[src/rtl/alu_drv_pkg.sv]
// alu_drv_pkg: opcodes, 74181 select encodings and FSM state encoding for alu32_seq_driver
package alu_drv_pkg;
    localparam int HALF_W = 16;
    localparam logic [2:0] OP_ADD  = 3'b000;
    localparam logic [2:0] OP_SUB  = 3'b001;
    localparam logic [2:0] OP_AND  = 3'b010;
    localparam logic [2:0] OP_OR   = 3'b011;
    localparam logic [2:0] OP_XOR  = 3'b100;
    localparam logic [2:0] OP_NOTA = 3'b101;
    localparam logic [2:0] OP_ADC  = 3'b110;
    localparam logic [2:0] OP_RSVD = 3'b111;
    localparam logic [3:0] SEL_ADD  = 4'b1001;
    localparam logic [3:0] SEL_SUB  = 4'b0110;
    localparam logic [3:0] SEL_AND  = 4'b1011;
    localparam logic [3:0] SEL_OR   = 4'b1110;
    localparam logic [3:0] SEL_XOR  = 4'b0110;
    localparam logic [3:0] SEL_NOTA = 4'b0000;
    localparam logic [1:0] ST_IDLE = 2'd0;
    localparam logic [1:0] ST_LO   = 2'd1;
    localparam logic [1:0] ST_HI   = 2'd2;
    localparam logic [1:0] ST_RESP = 2'd3;
endpackage

[src/rtl/alu32_seq_driver_decode.sv]
// alu_op_decode: maps an opcode to 74181 select/mode pins and the low-pass carry-in
//   op, cin         : opcode and active-high carry-in (ADC only)
//   sel, mode       : ALU select and mode pins (mode 1 = logic)
//   lo_cin          : active-low carry-in for the low pass
//   is_arith        : ADD/SUB/ADC, produce a carry flag
//   is_rsvd         : reserved opcode
module alu_op_decode
    import alu_drv_pkg::*;
(
    input  logic [2:0] op,
    input  logic       cin,
    output logic [3:0] sel,
    output logic       mode,
    output logic       lo_cin,
    output logic       is_arith,
    output logic       is_rsvd
);
    assign sel = (op == OP_ADD || op == OP_ADC) ? SEL_ADD :
                 op == OP_SUB ? SEL_SUB :
                 op == OP_AND ? SEL_AND :
                 op == OP_OR  ? SEL_OR  :
                 op == OP_XOR ? SEL_XOR : SEL_NOTA;
    assign is_arith = op == OP_ADD || op == OP_SUB || op == OP_ADC;
    assign mode     = ~is_arith;
    // SUB forces a low-pass carry so the 74181's A-B-1 becomes A-B
    assign lo_cin   = op == OP_ADC ? ~cin : op != OP_SUB;
    assign is_rsvd  = op == OP_RSVD;
endmodule

[src/rtl/alu32_seq_driver.sv]
// alu32_seq_driver: runs 32-bit ops as two chained 16-bit passes on a 74181/74182 ALU
//   cmd_*      : command valid/ready handshake with opcode, operands and carry-in
//   alu_*      : ALU pins (active-high data, active-low carries); alu_result/alu_cout return
//   rsp_*      : response valid/ready handshake with result, carry, zero and error flags
module alu32_seq_driver
    import alu_drv_pkg::*;
#(
    parameter int DATA_W = 32
) (
    input  logic              clk,
    input  logic              rst,
    input  logic              cmd_valid,
    output logic              cmd_ready,
    input  logic [2:0]        cmd_op,
    input  logic [DATA_W-1:0] cmd_a,
    input  logic [DATA_W-1:0] cmd_b,
    input  logic              cmd_cin,
    output logic [HALF_W-1:0] alu_a,
    output logic [HALF_W-1:0] alu_b,
    output logic [3:0]        alu_sel,
    output logic              alu_mode,
    output logic              alu_cin,
    input  logic [HALF_W-1:0] alu_result,
    input  logic              alu_cout,
    output logic              rsp_valid,
    input  logic              rsp_ready,
    output logic [DATA_W-1:0] rsp_result,
    output logic              rsp_carry,
    output logic              rsp_zero,
    output logic              rsp_err
);
    logic [1:0]        state;
    logic [DATA_W-1:0] a_q, b_q;
    logic [2:0]        op_q;
    logic              cin_q, chain;
    logic [2:0]        dec_op;
    logic              dec_cin;
    logic [3:0]        sel;
    logic              mode, lo_cin, is_arith, is_rsvd;
    logic              lo, hi;
    // in IDLE the decoder looks at the incoming opcode (only is_rsvd is used there);
    // otherwise it decodes the latched command that drives the ALU pins
    assign dec_op  = state == ST_IDLE ? cmd_op : op_q;
    assign dec_cin = state == ST_IDLE ? cmd_cin : cin_q;
    alu_op_decode u_dec (
        .op       (dec_op),
        .cin      (dec_cin),
        .sel      (sel),
        .mode     (mode),
        .lo_cin   (lo_cin),
        .is_arith (is_arith),
        .is_rsvd  (is_rsvd)
    );
    assign lo        = state == ST_LO;
    assign hi        = state == ST_HI;
    assign cmd_ready = state == ST_IDLE;
    assign rsp_valid = state == ST_RESP;
    assign alu_a     = lo ? a_q[HALF_W-1:0] : hi ? a_q[2*HALF_W-1:HALF_W] : '0;
    assign alu_b     = lo ? b_q[HALF_W-1:0] : hi ? b_q[2*HALF_W-1:HALF_W] : '0;
    assign alu_sel   = (lo || hi) ? sel : '0;
    assign alu_mode  = (lo || hi) ? mode : 1'b1;
    // both carry ends are active-low, so the captured chain bit feeds HI unchanged
    assign alu_cin   = lo ? lo_cin : hi ? chain : 1'b1;
    always_ff @(posedge clk) begin
        if (rst) begin
            state      <= ST_IDLE;
            a_q        <= '0;
            b_q        <= '0;
            op_q       <= OP_ADD;
            cin_q      <= 1'b0;
            chain      <= 1'b1;
            rsp_result <= '0;
            rsp_carry  <= 1'b0;
            rsp_zero   <= 1'b0;
            rsp_err    <= 1'b0;
        end else begin
            case (state)
                ST_IDLE: if (cmd_valid) begin
                    if (is_rsvd) begin
                        rsp_result <= '0;
                        rsp_carry  <= 1'b0;
                        rsp_zero   <= 1'b1;
                        rsp_err    <= 1'b1;
                        state      <= ST_RESP;
                    end else begin
                        a_q     <= cmd_a;
                        b_q     <= cmd_b;
                        op_q    <= cmd_op;
                        cin_q   <= cmd_cin;
                        rsp_err <= 1'b0;
                        state   <= ST_LO;
                    end
                end
                ST_LO: begin
                    rsp_result[HALF_W-1:0] <= alu_result;
                    chain                  <= alu_cout;
                    state                  <= ST_HI;
                end
                ST_HI: begin
                    rsp_result[2*HALF_W-1:HALF_W] <= alu_result;
                    rsp_carry <= is_arith & ~alu_cout;
                    rsp_zero  <= {alu_result, rsp_result[HALF_W-1:0]} == '0;
                    state     <= ST_RESP;
                end
                default: if (rsp_ready) state <= ST_IDLE;
            endcase
        end
    end
endmodule

[config.mk]
export PLATFORM = sky130hd
export DESIGN_NAME = alu32_seq_driver
export DESIGN_NICKNAME = d
export VERILOG_FILES = /design/src/rtl/alu_drv_pkg.sv /design/src/rtl/alu32_seq_driver_decode.sv /design/src/rtl/alu32_seq_driver.sv
export SDC_FILE = /design/constraint.sdc
export NUM_CORES = 1
export LEC_CHECK = 0
export ABC_AREA = 1
export ABC_CLOCK_PERIOD_IN_PS = 2400
export CAP_MARGIN = 10
export CORE_MARGIN = 2
export CORE_UTILIZATION = 26
export DETAILED_ROUTE_END_ITERATION = 6
export GPL_ROUTABILITY_DRIVEN = 0
export GPL_TIMING_DRIVEN = 0
export HOLD_SLACK_MARGIN = 0.15
export SETUP_SLACK_MARGIN = 0.2
export SYNTH_ARGS = -nofsm -noshare
export SYNTH_HDL_FRONTEND = slang
export SYNTH_SLANG_ARGS = --single-unit
[constraint.sdc]
create_clock -name clk -period 2.4 [get_ports clk]
set_clock_uncertainty 0.2 [all_clocks]
set_input_delay 0.36 -clock clk [delete_from_list [all_inputs] [get_ports clk]]
set_output_delay 0.36 -clock clk [all_outputs]
set_load 0.01 [all_outputs]
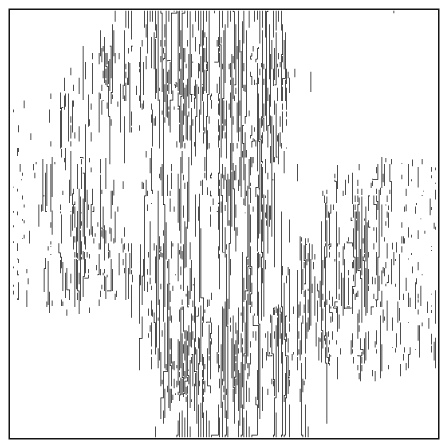
layer_met2.png
- nets with wire on the layer: 842
- longest straight run: 50.0 microns
- wire length on this layer: 8,800 microns
number of vias in the routed layout: 5,656
Routed Wire Length: 18.9 mm
grt met2 use: 0.275

==> Slide: Implementation Results <==
Key Metrics from the Run

Run status
  – Run status: finished, violations left
  – Failing checks: negative setup slack

Power and ir drop
  – Power spent charging and discharging nets: 4.06 mW
  – Sw Share: 0.403

Final timing
  – Endpoints failing setup: 2
  – Setup repair after global routing missed its margin: true
  – Setup WS post-layout: -0.0206 ns
  – Number of endpoints with negative hold slack in the final report: 0
  – Final Max-Slew Violation Tally: 0

Job
  – Total tool warning count: 31

Yosys
  – Synthesized registers: 106
  – Distinct cells, synth: 28
  – EDFF count, synth: 0
  – Number of warnings issued by yosys: 0
  – Synthesized netlist net count: 883

Detailed routing
  – DRC errors left: 0
  – Antenna viol nets, final: 0

Worst setup path
  – Data required time of the worst path: 1.84 ns
  – Path type of the worst setup path: flop to primary output

Final layout
  – Sequential cell area: 2120 sq um
  – Share of final-layout standard cells stronger than drive strength 1: 0.229
  – Combinational gate area: 3060 sq um
  – Most instantiated logic cell after routing: sky130_fd_sc_hd__nand2_1

Die
  – Total core area: 20,200 sq um
  – Initial core utilization: 0.263

Global routing
  – Total global-route track usage: 0.165
  – Number of global-route vias before repair: 5,285
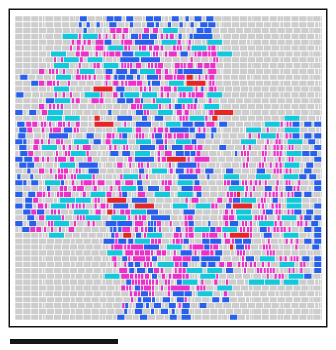
placement_by_type.png
Bar = 50 microns. Fill, decap, tap and diode cells in grey.
- blue: other buffers and delay cells (cells 269; share of their area 33%)
- cyan: flops (cells 106; share of their area 26%)
- red: clock drivers and dummy loads (cells 16; share of their area 3.4%)
- magenta: combinational and other logic (cells 630; share of their area 38%)

-- critical path, stage by stage, from the launching register on --
cell	delay, ns
sky130_fd_sc_hd__dfxtp_2	0.34
sky130_fd_sc_hd__inv_2	0.05
sky130_fd_sc_hd__ha_4	0.16
sky130_fd_sc_hd__buf_8	0.13
sky130_fd_sc_hd__buf_12	0.12
sky130_fd_sc_hd__o21ai_4	0.22
sky130_fd_sc_hd__buf_4	0.17
sky130_fd_sc_hd__nor2_4	0.04
sky130_fd_sc_hd__nor2_1	0.09
sky130_fd_sc_hd__nor2_1	0.04
sky130_fd_sc_hd__buf_2	0.13
-- layer usage --
metal	share of wire	global-route usage	vias up	routed length, microns
li1	-	-	2921	-
met4	0.016	0.0341	0	306
met2	0.47	0.275	140	8800
met3	0.050	0.0354	17	953
met5	0	0	-	0
met1	0.47	0.220	2578	8830
-- kinds of logic (layout without fill, tap and decap cells) --
group / Yosys count / in the layout / synth area share
fa+ha+maj: 4 / 4 / 0.00943
buf+inv: 73 / 304 / 0.0714
other cells: 0 / 1 / 0
flops: 106 / 106 / 0.400
compound gates: 28 / 28 / 0.0346
simple gates: 579 / 579 / 0.485
-- metrics by stage --
step                power (mW)  instance area, sq um  TNS [ns]  worst slack (ns)
floorplan                 5.38                  5310         0             0.294
global placement          7.00                  7280    -15.94            -0.617
detailed placement        7.04                  7280    -15.55            -0.658
CTS                       8.99                  7870         0           0.00316
global route              10.7                  8630     -2.21            -0.106
finish                    10.1                  8630   -0.0363           -0.0206
-- worst paths after layout --
kind,from,end,slack [ns],cells after the start
worst min register to register,chain$_SDFFE_PP1P_,chain$_SDFFE_PP1P_,0.25,2
worst max register to register,state[0]$_SDFFE_PP0P_,a_q[1]$_SDFFE_PP0P_,0.03,15
worst min-delay path,chain$_SDFFE_PP1P_,chain$_SDFFE_PP1P_,0.25,2
worst max-delay path,state[0]$_SDFFE_PP0P_,alu_sel[0],-0.02,10
-- layout make-up --
cell class | instances | share of cell area
Multi-Input combinational cell | 611 | 0.354
Timing Repair Buffer | 215 | 0.244
Tap cell | 270 | 0.0392
Clock buffer | 9 | 0.0261
Clock inverter | 7 | 0.00609
Inverter | 19 | 0.0116
Sequential cell | 106 | 0.246
Antenna cell | 1 | 0.000290
Buffer | 54 | 0.0722
-- state kept, by name, summed over array words and instances (netlist names) --
register and flops:
a_q 32, b_q 32, rsp_result 32, op_q 3
state 2, chain 1, cin_q 1, rsp_carry 1
rsp_err 1, rsp_zero 1
-- timing repair --
action / 4_1_cts / 5_1_grt
gates resized: 237 / 127
buffers inserted: 19 / 19
pin swaps: 17 / 37
endpoints found under the setup margin: 86 / 125
gates cloned: 2 / 12
-- power groups by stage --
stage / Clock [mW] / Combinational (mW) / Sequential, mW
final: 1.44 / 5.81 / 2.81
after global routing: 1.54 / 6.32 / 2.89
after CTS: 1.48 / 4.76 / 2.75
after detailed placement: 0 / 4.25 / 2.79
after global placement: 0 / 4.23 / 2.77
after floorplan: 0 / 2.59 / 2.79
Power is estimated from default activity; no workload was simulated.
